### config.mk
export PLATFORM = sky130hd
export DESIGN_NAME = apb_bridge_ctrl
export DESIGN_NICKNAME = d
export VERILOG_FILES = /design/src/rtl/apb_bridge_ctrl.sv
export SDC_FILE = /design/constraint.sdc
export NUM_CORES = 1
export LEC_CHECK = 0
export CAP_MARGIN = 15
export CELL_PAD_IN_SITES_DETAIL_PLACEMENT = 1
export CELL_PAD_IN_SITES_GLOBAL_PLACEMENT = 2
export CORE_MARGIN = 2
export CORE_UTILIZATION = 21
export CTS_CLUSTER_DIAMETER = 80
export DETAILED_ROUTE_END_ITERATION = 6
export PLACE_DENSITY_LB_ADDON = 0.1
export SLEW_MARGIN = 20
export SYNTH_ARGS = -nofsm -noshare
export SYNTH_HDL_FRONTEND = slang
export SYNTH_SLANG_ARGS = --single-unit
### constraint.sdc
create_clock -name Hclk -period 2.3 [get_ports Hclk]
set_input_delay 0.345 -clock Hclk [delete_from_list [all_inputs] [get_ports Hclk]]
set_output_delay 0.345 -clock Hclk [all_outputs]
set_load 0.1 [all_outputs]
### src/rtl/apb_bridge_ctrl.sv
// APB-side sequencer for the AHB2APB bridge.
// Qualifies AHB requests, decodes the slave and runs SETUP/ENABLE.
module apb_bridge_ctrl #(
    parameter logic [31:0] SLV0_BASE     = 32'h8000_0000,
    parameter logic [31:0] SLV1_BASE     = 32'h8400_0000,
    parameter logic [31:0] SLV2_BASE     = 32'h8800_0000,
    parameter int          SLV_SIZE_LOG2 = 26
) (
    input  logic        Hclk,
    input  logic        Hresetn,
    input  logic [1:0]  Htrans,
    input  logic        Hwrite,
    input  logic        Hreadyin,
    input  logic [31:0] Haddr,
    input  logic [31:0] Hwdata,
    input  logic [31:0] Prdata,
    output logic        Pwrite,
    output logic [2:0]  Pselx,
    output logic        Penable,
    output logic [31:0] Paddr,
    output logic [31:0] Pwdata,
    output logic        Hreadyout,
    output logic [1:0]  Hresp,
    output logic [31:0] Hrdata
);

    localparam logic [2:0] ST_IDLE   = 3'd0;
    localparam logic [2:0] ST_WWAIT  = 3'd1;
    localparam logic [2:0] ST_SETUP  = 3'd2;
    localparam logic [2:0] ST_ENABLE = 3'd3;
    localparam logic [2:0] ST_ERR1   = 3'd4;
    localparam logic [2:0] ST_ERR2   = 3'd5;

    localparam int RW = 32 - SLV_SIZE_LOG2;

    localparam logic [RW-1:0] REG0 = SLV0_BASE[31:SLV_SIZE_LOG2];
    localparam logic [RW-1:0] REG1 = SLV1_BASE[31:SLV_SIZE_LOG2];
    localparam logic [RW-1:0] REG2 = SLV2_BASE[31:SLV_SIZE_LOG2];

    logic [2:0]    state;
    logic [2:0]    sel_q;
    logic [2:0]    dec;
    logic [RW-1:0] region;
    logic          req;
    logic          hit;

    // Htrans[0] only separates SEQ from NONSEQ, which is irrelevant here
    logic unused_trans_lsb;
    assign unused_trans_lsb = Htrans[0];

    assign region = Haddr[31:SLV_SIZE_LOG2];
    assign req    = Hreadyin & Htrans[1];
    assign hit    = |dec;

    // Address window decode to a one-hot slave select
    always_comb begin
        dec = 3'b000;
        unique case (1'b1)
            (region == REG0): dec = 3'b001;
            (region == REG1): dec = 3'b010;
            (region == REG2): dec = 3'b100;
            default:          dec = 3'b000;
        endcase
    end

    // Protocol FSM; every output is registered and set on state entry
    always_ff @(posedge Hclk) begin
        if (!Hresetn) begin
            state     <= ST_IDLE;
            sel_q     <= 3'b000;
            Pwrite    <= 1'b0;
            Pselx     <= 3'b000;
            Penable   <= 1'b0;
            Paddr     <= 32'd0;
            Pwdata    <= 32'd0;
            Hreadyout <= 1'b1;
            Hresp     <= 2'b00;
            Hrdata    <= 32'd0;
        end else begin
            case (state)
                ST_IDLE: begin
                    if (req && hit) begin
                        Paddr     <= Haddr;
                        Pwrite    <= Hwrite;
                        sel_q     <= dec;
                        Hreadyout <= 1'b0;
                        if (Hwrite) begin
                            // select is held back until write data is latched
                            state <= ST_WWAIT;
                        end else begin
                            Pselx <= dec;
                            state <= ST_SETUP;
                        end
                    end else if (req) begin
                        Hreadyout <= 1'b0;
                        Hresp     <= 2'b01;
                        state     <= ST_ERR1;
                    end
                end
                ST_WWAIT: begin
                    Pwdata <= Hwdata;
                    Pselx  <= sel_q;
                    state  <= ST_SETUP;
                end
                ST_SETUP: begin
                    Penable <= 1'b1;
                    state   <= ST_ENABLE;
                end
                ST_ENABLE: begin
                    Penable   <= 1'b0;
                    Pselx     <= 3'b000;
                    Hreadyout <= 1'b1;
                    if (!Pwrite) begin
                        Hrdata <= Prdata;
                    end
                    state <= ST_IDLE;
                end
                ST_ERR1: begin
                    Hreadyout <= 1'b1;
                    state     <= ST_ERR2;
                end
                ST_ERR2: begin
                    Hresp <= 2'b00;
                    state <= ST_IDLE;
                end
                default: begin
                    Penable   <= 1'b0;
                    Pselx     <= 3'b000;
                    Hreadyout <= 1'b1;
                    Hresp     <= 2'b00;
                    state     <= ST_IDLE;
                end
            endcase
        end
    end

endmodule

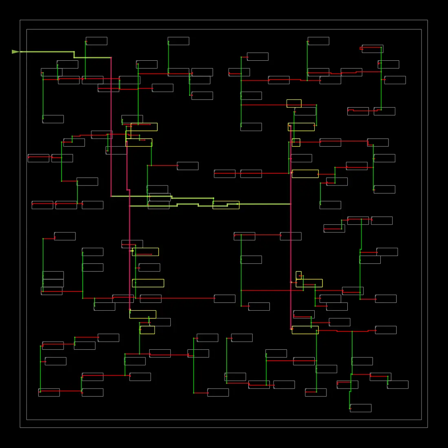
(images/clocks.png)
clock buffer instance count of the final layout: 11
number of buffers inserted during clock tree synthesis: 9
reported clock group power: 1.59 mW
skew final: 7.41 ps

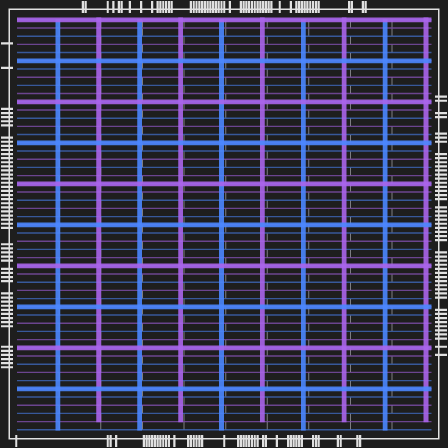
(images/power_grid.png)
Pins as bars on the die edge. Tap cells in gray.
color	net
blue	VSS
purple	VDD
signal pins	206
met5 straps	10

==> impl_summary.log <==
[report] extracting results
[metrics] fin area: 6370 sq um
[metrics] die footprint: 20,200 sq um
[metrics] switching part of the total power: 25.1%
[metrics] Cell Pwr Density: 636 nW/um^2
[metrics] final weighted congestion of routability-driven global placement: 0.717
[metrics] maximum clock frequency: ~500 MHz
[metrics] register area share after synthesis: 54.6%
[metrics] critical path class: input pin to flip-flop
[metrics] filler cell count: 2,216
[metrics] horizontal die dimension: 142 microns
[metrics] group drawing the most power: sequential cells
[metrics] depth of the most critical reg-to-reg path: 5
[metrics] result of the run: finished clean
[metrics] summed negative setup slack over all endpoints: 0 ps
[metrics] startpoint of the tightest hold check path: Paddr[1]
[metrics] number of storage elements in the synthesis netlist: 109
[metrics] power attributed to combinational cells: 0.534 mW
[metrics] clock network fraction of total power: 39.2%
[metrics] via-per-instance ratio: 4.32
[metrics] final slew viol count: 0
[metrics] Setup crit end kind: flip-flop
[metrics] slack of the critical path: between 300 and 400 ps
[metrics] total number of nets in the final design: 791
[metrics] share of layout cells above drive strength 1: 20.8%
[metrics] post-detailed-route wirelength per cell: between 10 and 15 microns
[metrics] adder-cell area share of the yosys netlist: 0%
[metrics] number of logic gates: 350
[metrics] final clock period utilization by the worst path: 85.2%
[metrics] placed cell count: 912
[metrics] Max-area cell class: registers
[metrics] hold buffer count at cts: 0
[metrics] global-route usage over all layers: 13.4%
[metrics] cell with the largest stage delay on the worst path: sky130_fd_sc_hd__or4b_4
[metrics] # clock sinks: about 110
[metrics] most instantiated library cell after synthesis: sky130_fd_sc_hd__nand2_1
[metrics] required time reported for the critical path endpoint: 2560 ps
[metrics] dominant logic cell types in the final layout: 193 x sky130_fd_sc_hd__nand2_1, 113 x sky130_fd_sc_hd__buf_4, 109 x sky130_fd_sc_hd__dfxtp_1
[metrics] initial antenna violation count: 0
[metrics] Port-buffer cells: between 200 and 250
[metrics] met2 wire len: 6.65 mm
[metrics] NonClk Buf Share: 30.3%
[metrics] biggest registers after layout: Hrdata: 32 flops, Paddr: 32 flops, Pwdata: 32 flops
[metrics] Critical Path Sink: Paddr[13]
[metrics] sw power: approximately 1 mW
[metrics] clock tree from TritonCTS: built
[metrics] xor-xnor portion of the synthesized cell area: 0.219%
[metrics] nonclk inv count: 2
Power figures rest on the tool's default switching activity, not on a simulated workload.
